**src/rtl/array_cmd_seq.sv**
```systemverilog
// Command sequencer for array_ctrl: buffers host commands and issues one array op at a time.
// Optional ARRAY_CMD_PERF_EN adds saturating issue/stall counters (perf_issued, perf_stall).
module array_cmd_seq #(
    parameter int FIFO_DEPTH = 4,
    parameter int READ_LAT   = 2,
    parameter int MAC_CYCLES = 4
) (
    input  logic        clk,
    input  logic        rst,
    input  logic        cmd_valid,
    output logic        cmd_ready,
    input  logic [1:0]  cmd_op,
    input  logic [8:0]  cmd_addr,
    input  logic [15:0] cmd_data,
    output logic [1:0]  arr_op_code,
    output logic [8:0]  arr_addr,
    output logic [15:0] arr_data_in,
    input  logic [15:0] arr_data_bank,
    output logic        rsp_valid,
    output logic [15:0] rsp_data,
    output logic [8:0]  rsp_addr,
    output logic        busy
`ifdef ARRAY_CMD_PERF_EN
    ,
    output logic [15:0] perf_issued,
    output logic [15:0] perf_stall
`endif
);

    localparam int PTR_W   = $clog2(FIFO_DEPTH);
    localparam int MAX_LAT = (READ_LAT > MAC_CYCLES) ? READ_LAT : MAC_CYCLES;
    localparam int CNT_W   = (MAX_LAT > 1) ? $clog2(MAX_LAT) : 1;
    localparam int ENT_W   = 2 + 9 + 16;

    localparam logic [1:0] OP_NOP   = 2'b00;
    localparam logic [1:0] OP_READ  = 2'b01;
    localparam logic [1:0] OP_WRITE = 2'b10;

    typedef enum logic [1:0] {ST_IDLE, ST_ISSUE, ST_WAIT, ST_RESP} state_t;

    state_t             state;
    logic [ENT_W-1:0]   fifo_mem [FIFO_DEPTH];
    logic [PTR_W-1:0]   wr_ptr;
    logic [PTR_W-1:0]   rd_ptr;
    logic [PTR_W:0]     count;
    logic [1:0]         cur_op;
    logic [8:0]         cur_addr;
    logic [CNT_W-1:0]   wait_cnt;

    logic               push;
    logic               pop;
    logic [ENT_W-1:0]   head;
    logic [1:0]         head_op;
    logic [8:0]         head_addr;
    logic [15:0]        head_data;

    // Ready comes from the registered count only, so a full FIFO never admits a push on a pop cycle.
    assign cmd_ready = (count != (PTR_W+1)'(FIFO_DEPTH));
    assign busy      = (count != '0) || (state != ST_IDLE);

    always_comb begin
        head      = fifo_mem[rd_ptr];
        head_op   = head[26:25];
        head_addr = head[24:16];
        head_data = head[15:0];
        push      = cmd_valid && cmd_ready;
        pop       = (state == ST_IDLE) && (count != '0);
    end

    always_ff @(posedge clk) begin
        if (push) begin
            fifo_mem[wr_ptr] <= {cmd_op, cmd_addr, cmd_data};
        end
    end

    always_ff @(posedge clk) begin
        if (rst) begin
            wr_ptr      <= '0;
            rd_ptr      <= '0;
            count       <= '0;
            state       <= ST_IDLE;
            cur_op      <= OP_NOP;
            cur_addr    <= '0;
            wait_cnt    <= '0;
            arr_op_code <= OP_NOP;
            arr_addr    <= '0;
            arr_data_in <= '0;
            rsp_valid   <= 1'b0;
            rsp_data    <= '0;
            rsp_addr    <= '0;
        end else begin
            if (push) begin
                wr_ptr <= wr_ptr + 1'b1;
            end
            if (pop) begin
                rd_ptr <= rd_ptr + 1'b1;
            end
            if (push && !pop) begin
                count <= count + 1'b1;
            end else if (!push && pop) begin
                count <= count - 1'b1;
            end

            rsp_valid <= 1'b0;

            case (state)
                ST_IDLE: begin
                    if (pop) begin
                        cur_op   <= head_op;
                        cur_addr <= head_addr;
                        // Array outputs are loaded here so they are already valid during ISSUE.
                        if (head_op != OP_NOP) begin
                            arr_op_code <= head_op;
                            arr_addr    <= head_addr;
                            arr_data_in <= head_data;
                            state       <= ST_ISSUE;
                        end
                    end
                end
                ST_ISSUE: begin
                    arr_op_code <= OP_NOP;
                    if (cur_op == OP_WRITE) begin
                        state <= ST_IDLE;
                    end else if (cur_op == OP_READ) begin
                        wait_cnt <= CNT_W'(READ_LAT - 1);
                        state    <= ST_WAIT;
                    end else begin
                        wait_cnt <= CNT_W'(MAC_CYCLES - 1);
                        state    <= ST_WAIT;
                    end
                end
                ST_WAIT: begin
                    if (wait_cnt == '0) begin
                        rsp_data  <= arr_data_bank;
                        rsp_addr  <= cur_addr;
                        rsp_valid <= 1'b1;
                        state     <= ST_RESP;
                    end else begin
                        wait_cnt <= wait_cnt - 1'b1;
                    end
                end
                ST_RESP: begin
                    state <= ST_IDLE;
                end
                default: begin
                    state <= ST_IDLE;
                end
            endcase
        end
    end

`ifdef ARRAY_CMD_PERF_EN
    always_ff @(posedge clk) begin
        if (rst) begin
            perf_issued <= '0;
            perf_stall  <= '0;
        end else begin
            if ((state == ST_ISSUE) && (perf_issued != '1)) begin
                perf_issued <= perf_issued + 1'b1;
            end
            if (cmd_valid && !cmd_ready && (perf_stall != '1)) begin
                perf_stall <= perf_stall + 1'b1;
            end
        end
    end
`endif

endmodule
```
**config.mk**
```make
export PLATFORM = sky130hd
export DESIGN_NAME = array_cmd_seq
export DESIGN_NICKNAME = d
export VERILOG_FILES = /design/src/rtl/array_cmd_seq.sv
export SDC_FILE = /design/constraint.sdc
export NUM_CORES = 1
export LEC_CHECK = 0
export ABC_AREA = 1
export CAP_MARGIN = 40
export CORE_ASPECT_RATIO = 1.2
export CORE_MARGIN = 5
export CORE_UTILIZATION = 56
export CTS_BUF_LIST = sky130_fd_sc_hd__clkbuf_8
export CTS_CLUSTER_SIZE = 10
export DETAILED_ROUTE_END_ITERATION = 16
export GPL_TIMING_DRIVEN = 0
export PLACE_DENSITY = 0.81
export SLEW_MARGIN = 20
export SYNTH_ARGS = -nofsm -noshare
export SYNTH_HDL_FRONTEND = slang
export SYNTH_SLANG_ARGS = --single-unit
```
**constraint.sdc**
```tcl
create_clock -name clk -period 3 [get_ports clk]
set_input_delay 0.6 -clock clk [delete_from_list [all_inputs] [get_ports clk]]
set_output_delay 0.6 -clock clk [all_outputs]
set_load 0.05 [all_outputs]
```
Fig. 1: clock nets
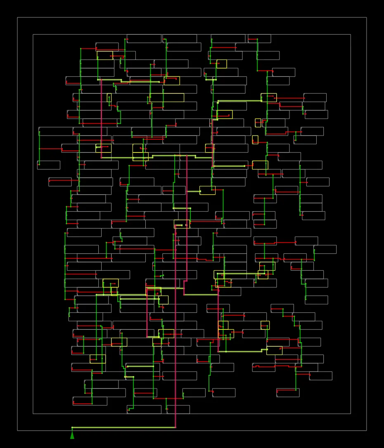
flip-flops: 185
Post-Route Skew: 10.8 ps
clk_lat worst skew: 470 ps
clkbuf count: 18
Clk power: 1.55 mW

Fig. 2: metal layers overlaid
Scale: 2 px per um. Only two layers are drawn.
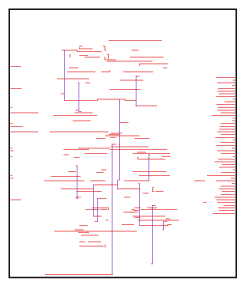
Red shows met3, wire length 1340 um. Purple shows met4, wire length 276 um.
Tot GR Track Use: 22.3%
WL/cell: 17.2 um
via count: 5461
Detailed Route WL: 16.9 mm

Fig. 3: ports around the boundary
Scale: 3 px per um. Pins as bars across the die edge, other pins in gray.
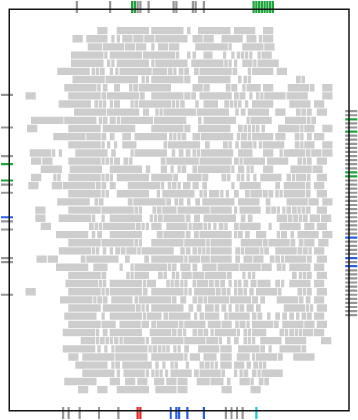
Red shows `cmd_op`, pins 2, direction input, edge south. Blue shows `arr_addr`, pins 9, direction output, edge 5 south, 3 east, 1 west. Cyan shows `busy`, pins 1, direction output, edge south. Green shows `arr_data_in`, pins 16, direction output, edge 10 north, 4 east, 2 west.
All pins by edge: 51 east, 20 north, 17 south, 13 west.
height of the die: 133 um
I/O Buffers: 99

==> metrics.cfg <==
[logic_synthesis]
area_leaders=edfxtp_1 46%, dfxtp_1 22%, nor2_1 6.6%
synth_nets=738
xor_area_share_pct=0
synth.comb.largest_family=simple AND/OR/NAND/NOR gates
common_cells=124 x nor2_1, 118 x nand2_1, 108 x edfxtp_1
synth_adder_area_share_pct=1.34
edf_count=108
numSynthFlops=185
avgSynthCellArea_um2=10.4
async_reset_ff_share_pct=0
synth_cells=685
top_area_share_pct=45.7
aoi_share_pct=7.12
yosys_area_um2=7100
yosysWarnings=0
synth.largest_area_cell=edfxtp_1
ys_seq_share_pct=67.4
synth_top_flop_cell=edfxtp_1

[final_layout]
clock_area_share_pct=4.23
comb.multi_input.count=436
largest-register=fifo_mem
fillers=877
final_cells=984
comb_area_share_pct=23.3
syn2layout_area_growth_pct=23.7
largest_reg_flops=108
finalInstanceArea_um2=8780
flop_area_um2=4780
inverters=25
layout-drive-gt1-share_pct=9.63
seq_share_pct=54.5

[place]
dp_slack_ps=329
dp_hpwl_mm=11.8
placedCellCount=952
dpl_cell_area_um2=8410

[drt]
drt-initial-drc-count=510
wl_met3_mm=1.34
ant_nets=0
highest_layer=met4
met2_length_mm=8.58
wl_met1_mm=6.71

[critical_path]
crit_top_cell=nand2_1
critical_path_cell_count=5
ff2ff_setup_slack_ps=790
cp_max_fo=4
cp_slowest_stage_delay_ps=810
start_kind=flop
critPathBufInv=2
crit_end=busy
r2r-start=count[0]

[clock_tree]
cts-buffers-inserted=17
tritoncts=yes
root_buffer=clkbuf_8
cts_resized=0
hold_buffers=0
clock_path_buffers=2
cts-htree-levels=4
clock-sinks=185
clk_pin_slew_ps=90

[sta]
grt_setup_unrepaired=no
layout_setup_ws_ps=374
worst_hold_slack_ps=452
slew_viol_final=0
tns_ps=0
worst_pin_slew_ps=564
setup_viol_count_final=0
hold_viol=0

[power]
vdd_ir_drop_max_mv=0.390
seq_power_mw=3.35
p_leak_nw=3.22
p_sw_share_pct=42.1
p_seq_share_pct=39.0
power-top-group=combinational cells
comb-power_mw=3.69

[grt]
grt_pass1_wl_mm=26.5
use_met3_pct=5.22
grtUsageMet2_pct=38.7
globalRouteOverflowTotal=0
grtUsageMet1_pct=26.9
grt_pass1_vias=5484
grt_max_degree=24

[min_path]
min_from=rst
min_path_cells=2

[floorplan]
chip_area_um2=15000
die_x_um=113
fp_util_pct=56.5
tapCellCount=164

[status]
status=finished, final reports clean

[flow_run]
warnings=29

==> cell usage in the layout (no fill, tap or decap), drive strengths merged <==
| cell type | netlist | routed |
|---|---|---|
| clkdlybuf4s50 | 0 | 99 |
| nor3 | 1 | 1 |
| clkinv | 0 | 4 |
| clkinvlp | 0 | 5 |
| o21ai | 54 | 54 |
| fa | 1 | 1 |
| inv | 25 | 29 |
| a21oi | 47 | 47 |
| buf | 26 | 30 |
| or2 | 1 | 1 |
| and2 | 1 | 1 |
| nand4 | 16 | 16 |
| nand3 | 61 | 61 |
| clkbuf | 13 | 31 |
| bufinv | 0 | 1 |
| nand2 | 121 | 121 |
| and3 | 1 | 1 |
| edfxtp | 108 | 108 |
| dfxtp | 77 | 77 |
| ha | 6 | 6 |
| nor2 | 126 | 126 |
Power is estimated from default activity; no workload was simulated.
